==> config.mk <==
export PLATFORM = sky130hd
export DESIGN_NAME = frame_write_arbiter
export DESIGN_NICKNAME = d
export VERILOG_FILES = /design/src/rtl/frame_pkg.sv /design/src/rtl/frame_write_arbiter_rr_picker.sv /design/src/rtl/frame_write_arbiter.sv
export SDC_FILE = /design/constraint.sdc
export NUM_CORES = 1
export LEC_CHECK = 0
export CORE_MARGIN = 2
export CORE_UTILIZATION = 25
export CTS_BUF_LIST = sky130_fd_sc_hd__clkbuf_8
export DETAILED_ROUTE_END_ITERATION = 8
export GPL_TIMING_DRIVEN = 0
export PLACE_DENSITY_LB_ADDON = 0.05
export SLEW_MARGIN = 20
export SYNTH_ARGS = -nofsm -noshare
export SYNTH_HDL_FRONTEND = slang
export SYNTH_HIERARCHICAL = 1
export SYNTH_SLANG_ARGS = --single-unit
==> constraint.sdc <==
create_clock -name Clk -period 19.24 [get_ports Clk]
set_clock_uncertainty 0.15 [all_clocks]
set_input_delay 1.924 -clock Clk [delete_from_list [all_inputs] [get_ports Clk]]
set_output_delay 1.924 -clock Clk [all_outputs]
set_load 0.01 [all_outputs]
==> src/rtl/frame_pkg.sv <==
// Shared frame-buffer constants, arbiter state encoding and the pixel-to-RAM
// address mapping used by the frame write arbiter.
package frame_pkg;

  localparam int unsigned H_RES     = 640;
  localparam int unsigned V_RES     = 480;
  localparam int unsigned COORD_W   = 10;
  localparam int unsigned SUM_W     = 11;
  localparam int unsigned FB_ADDR_W = 19;
  localparam logic [4:0]  TRANSPARENT = 5'h15;

  typedef enum logic {IDLE, WRITE} state_e;

  // Linear address y*H_RES + ((x + scroll) mod H_RES); a single subtract
  // suffices because x and scroll are both below H_RES for on-screen pixels.
  function automatic logic [FB_ADDR_W-1:0] pix_addr(input logic [COORD_W-1:0] x,
                                                    input logic [COORD_W-1:0] y,
                                                    input logic [COORD_W-1:0] scroll);
    logic [SUM_W-1:0]     sum;
    logic [FB_ADDR_W-1:0] row;
    sum = SUM_W'(x) + SUM_W'(scroll);
    if (sum >= SUM_W'(H_RES)) begin
      sum = sum - SUM_W'(H_RES);
    end
    row = FB_ADDR_W'(y) * FB_ADDR_W'(H_RES);
    return row + FB_ADDR_W'(sum);
  endfunction

endpackage

==> src/rtl/frame_write_arbiter_rr_picker.sv <==
// Combinational round-robin selector: first active request at or after ptr+1,
// wrapping modulo NUM_REQ.
module rr_picker #(
  parameter int unsigned NUM_REQ = 4,
  localparam int unsigned IDX_W  = $clog2(NUM_REQ)
) (
  input  logic [NUM_REQ-1:0] req,
  input  logic [IDX_W-1:0]   ptr,
  output logic [NUM_REQ-1:0] onehot,
  output logic [IDX_W-1:0]   index
);

  always_comb begin
    logic             found;
    logic [IDX_W-1:0] cand;
    onehot = '0;
    index  = '0;
    found  = 1'b0;
    cand   = '0;
    for (int unsigned k = 1; k <= NUM_REQ; k++) begin
      cand = IDX_W'((32'(ptr) + k) % NUM_REQ);
      if (!found && req[cand]) begin
        found        = 1'b1;
        onehot[cand] = 1'b1;
        index        = cand;
      end
    end
  end

endmodule

==> src/rtl/frame_write_arbiter.sv <==
// Round-robin arbiter for the frame RAM write port: grants during blanking,
// maps (x, y) to a scrolled linear address and drops transparent/off-screen pixels.
module frame_write_arbiter
  import frame_pkg::*;
#(
  parameter int unsigned NUM_REQ = 4,
  parameter int unsigned PIX_W   = 5,
  parameter int unsigned ADDR_W  = 19,
  parameter int unsigned H_RES   = 640,
  parameter int unsigned V_RES   = 480,
  parameter logic [PIX_W-1:0] TRANSPARENT = 5'h15
) (
  input  logic                       Clk,
  input  logic                       Reset,
  input  logic                       blank,
  input  logic [COORD_W-1:0]         scroll_x,
  input  logic [NUM_REQ-1:0]         req,
  input  logic [NUM_REQ*COORD_W-1:0] req_x,
  input  logic [NUM_REQ*COORD_W-1:0] req_y,
  input  logic [NUM_REQ*PIX_W-1:0]   req_pix,
  output logic [NUM_REQ-1:0]         gnt,
  output logic                       we,
  output logic [ADDR_W-1:0]          wr_addr,
  output logic [PIX_W-1:0]           wr_data,
  output logic                       busy,
  output logic [7:0]                 drop_cnt
);

  localparam int unsigned IDX_W = $clog2(NUM_REQ);

  state_e               state_q, state_d;
  logic [IDX_W-1:0]     ptr_q, ptr_d;
  logic [NUM_REQ-1:0]   gnt_q, gnt_d;
  logic                 we_q, we_d;
  logic [ADDR_W-1:0]    wr_addr_q, wr_addr_d;
  logic [PIX_W-1:0]     wr_data_q, wr_data_d;
  logic                 busy_q, busy_d;
  logic [7:0]           drop_cnt_q, drop_cnt_d;

  logic [NUM_REQ-1:0]   pick_onehot;
  logic [IDX_W-1:0]     pick_idx;
  logic [COORD_W-1:0]   sel_x, sel_y;
  logic [PIX_W-1:0]     sel_pix;
  logic                 off_screen, transparent;

  rr_picker #(.NUM_REQ(NUM_REQ)) u_picker (
    .req    (req),
    .ptr    (ptr_q),
    .onehot (pick_onehot),
    .index  (pick_idx)
  );

  // Route the winner's coordinates and pixel code.
  always_comb begin
    sel_x   = '0;
    sel_y   = '0;
    sel_pix = '0;
    for (int unsigned i = 0; i < NUM_REQ; i++) begin
      if (pick_onehot[i]) begin
        sel_x   = req_x[i*COORD_W +: COORD_W];
        sel_y   = req_y[i*COORD_W +: COORD_W];
        sel_pix = req_pix[i*PIX_W +: PIX_W];
      end
    end
    off_screen  = (sel_x >= COORD_W'(H_RES)) || (sel_y >= COORD_W'(V_RES));
    transparent = (sel_pix == TRANSPARENT);
  end

  always_comb begin
    state_d    = state_q;
    ptr_d      = ptr_q;
    gnt_d      = '0;
    we_d       = 1'b0;
    wr_addr_d  = wr_addr_q;
    wr_data_d  = wr_data_q;
    busy_d     = 1'b0;
    drop_cnt_d = drop_cnt_q;
    unique case (state_q)
      IDLE: begin
        if (blank && (|req)) begin
          state_d   = WRITE;
          ptr_d     = pick_idx;
          gnt_d     = pick_onehot;
          busy_d    = 1'b1;
          wr_addr_d = ADDR_W'(pix_addr(sel_x, sel_y, scroll_x));
          wr_data_d = sel_pix;
          // Off-screen takes precedence over transparency for the drop count.
          if (off_screen) begin
            if (drop_cnt_q != 8'hFF) begin
              drop_cnt_d = drop_cnt_q + 8'd1;
            end
          end else if (!transparent) begin
            we_d = 1'b1;
          end
        end
      end
      WRITE: begin
        state_d = IDLE;
      end
      default: begin
        state_d = IDLE;
      end
    endcase
  end

  always_ff @(posedge Clk or negedge Reset) begin
    if (!Reset) begin
      state_q    <= IDLE;
      ptr_q      <= IDX_W'(NUM_REQ - 1);
      gnt_q      <= '0;
      we_q       <= 1'b0;
      wr_addr_q  <= '0;
      wr_data_q  <= '0;
      busy_q     <= 1'b0;
      drop_cnt_q <= '0;
    end else begin
      state_q    <= state_d;
      ptr_q      <= ptr_d;
      gnt_q      <= gnt_d;
      we_q       <= we_d;
      wr_addr_q  <= wr_addr_d;
      wr_data_q  <= wr_data_d;
      busy_q     <= busy_d;
      drop_cnt_q <= drop_cnt_d;
    end
  end

  assign gnt      = gnt_q;
  assign we       = we_q;
  assign wr_addr  = wr_addr_q;
  assign wr_data  = wr_data_q;
  assign busy     = busy_q;
  assign drop_cnt = drop_cnt_q;

endmodule

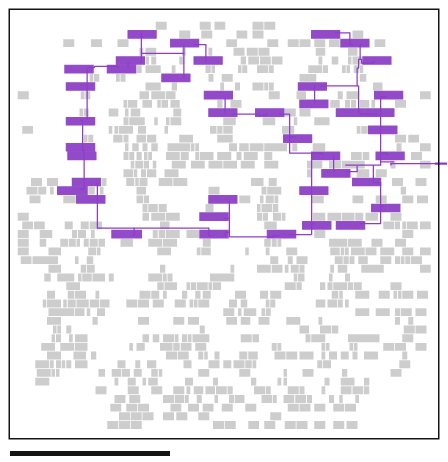
(images/port_trees.png)
Bar = 50 um.
port	colour	bits	direction	edge	end cells	buffers	wire
`Reset`	purple	1	input	right	40	2	416 um
Port-buffer cells: 154
io pins: 155

==> results.toml <==
# generated from flow reports
[critical_path]
slowest_stage = "clkbuf_1"
cp-endpoint = "wr_addr[14]"
r2r_slack_ps = 11220
slowest_delay_ps = 550
crit_type = "input port to flip-flop"
startpoint = "req[3]"
crit_required_ps = 19260
start_kind = "input port"
reg2regPathDepth = 33

[placement]
dpl-instance-area_um2 = 6070

[finish]
layout_top_cell = "clkdlybuf4s50_1"
fin_cells = 869
fillers = 1732
nMultiInputCombCells = 403
largest_class = "multi-input combinational cells"

[logic_synthesis]
synthesis.nets = 647
synthCells = 486
synth-edff-count = 0
yosys_area_um2 = 4230

[final_timing]
tns_ps = 0
setup_violations = 0
grt_setup_unrepaired = "no"

[grt]
grt_pass1_wl_um = 24400
track_usage = 0.173
grt_pass1_vias = 4462

[outcome]
status = "completed"

[cts]
postCtsHoldBufs = 0
cts_tree = "yes"

[floorplanning]
rows = 47

[min_path]
hold_depth = 1

[detailed_routing]
drt-wirelength-per-cell_um = 18.0
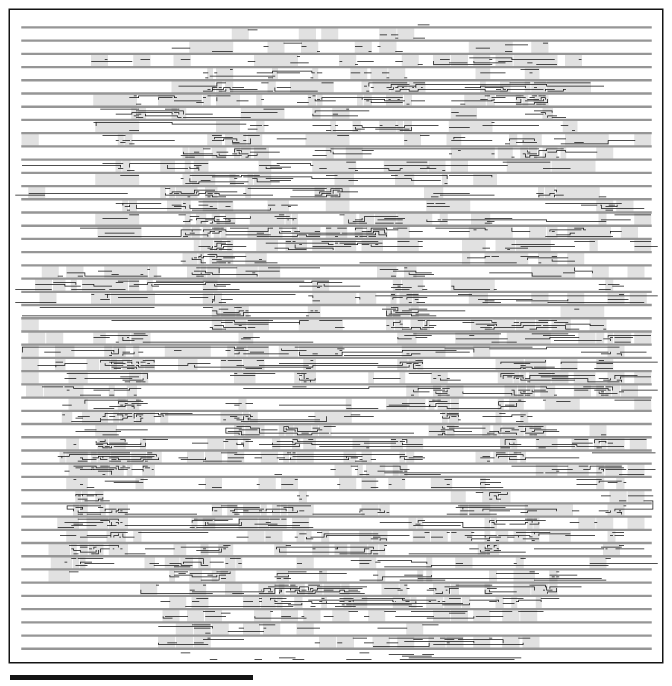
(images/m1.png)
Bar = 50 um. Supply wires on this layer in grey. Cells faint in the background.
share of all routed wire	42%
nets with wire on the layer	731
longest straight run	58.0 um
met1 usage: 0.204
via count: 4,270
Post-Route WL: 15,700 um

==> logic make-up (layout without fill, tap and decap cells) <==
family                   after synthesis  after routing  share of synthesized area
AND-OR/OR-AND                        156            156                      0.267
XOR/XNOR                              28             28                     0.0579
adder cells (fa/ha/maj)               44             44                      0.135
buffers and inverters                 43            206                     0.0517
flip-flops                            40             40                      0.237
multiplexers                          22             22                     0.0638
AND/OR/NAND/NOR                      153            153                      0.187
==> critical path: cells and delay by family <==
kind	cells	cell delay, ps
multiplexers	2	890
AND-OR/OR-AND	12	2480
XOR/XNOR	2	420
AND/OR/NAND/NOR	3	280
adder cells (fa/ha/maj)	3	920
buffers and inverters	6	2140
==> layer usage <==
layer  wire, um  global-route usage
met2       8160               0.333
met5          0                   0
met3        646              0.0268
met4        237              0.0322
met1       6640               0.204
==> synth_stat cells (6+ instances only) <==
cell type	instances	share of area
nand2_1	48	0.043
o21ai_0	46	0.054
ha_1	41	0.12
dfrtp_1	38	0.22
nor2_1	37	0.033
a21oi_1	27	0.032
xnor2_1	17	0.035
mux2_2	16	0.043
inv_1	14	0.012
a221o_1	13	0.031
nor2b_1	12	0.018
clkbuf_1	11	0.0098
xor2_1	11	0.023
a21o_1	10	0.018
nand3_1	10	0.012
nor3_1	10	0.012
nand3b_1	8	0.014
a221oi_1	6	0.012
buf_4	6	0.011
==> flip-flops by register name (all words and copies together), names as in the netlist <==
register and count:
wr_addr 19, busy 1, we 1, ptr_q 2, drop_cnt 8, wr_data 5
gnt 4
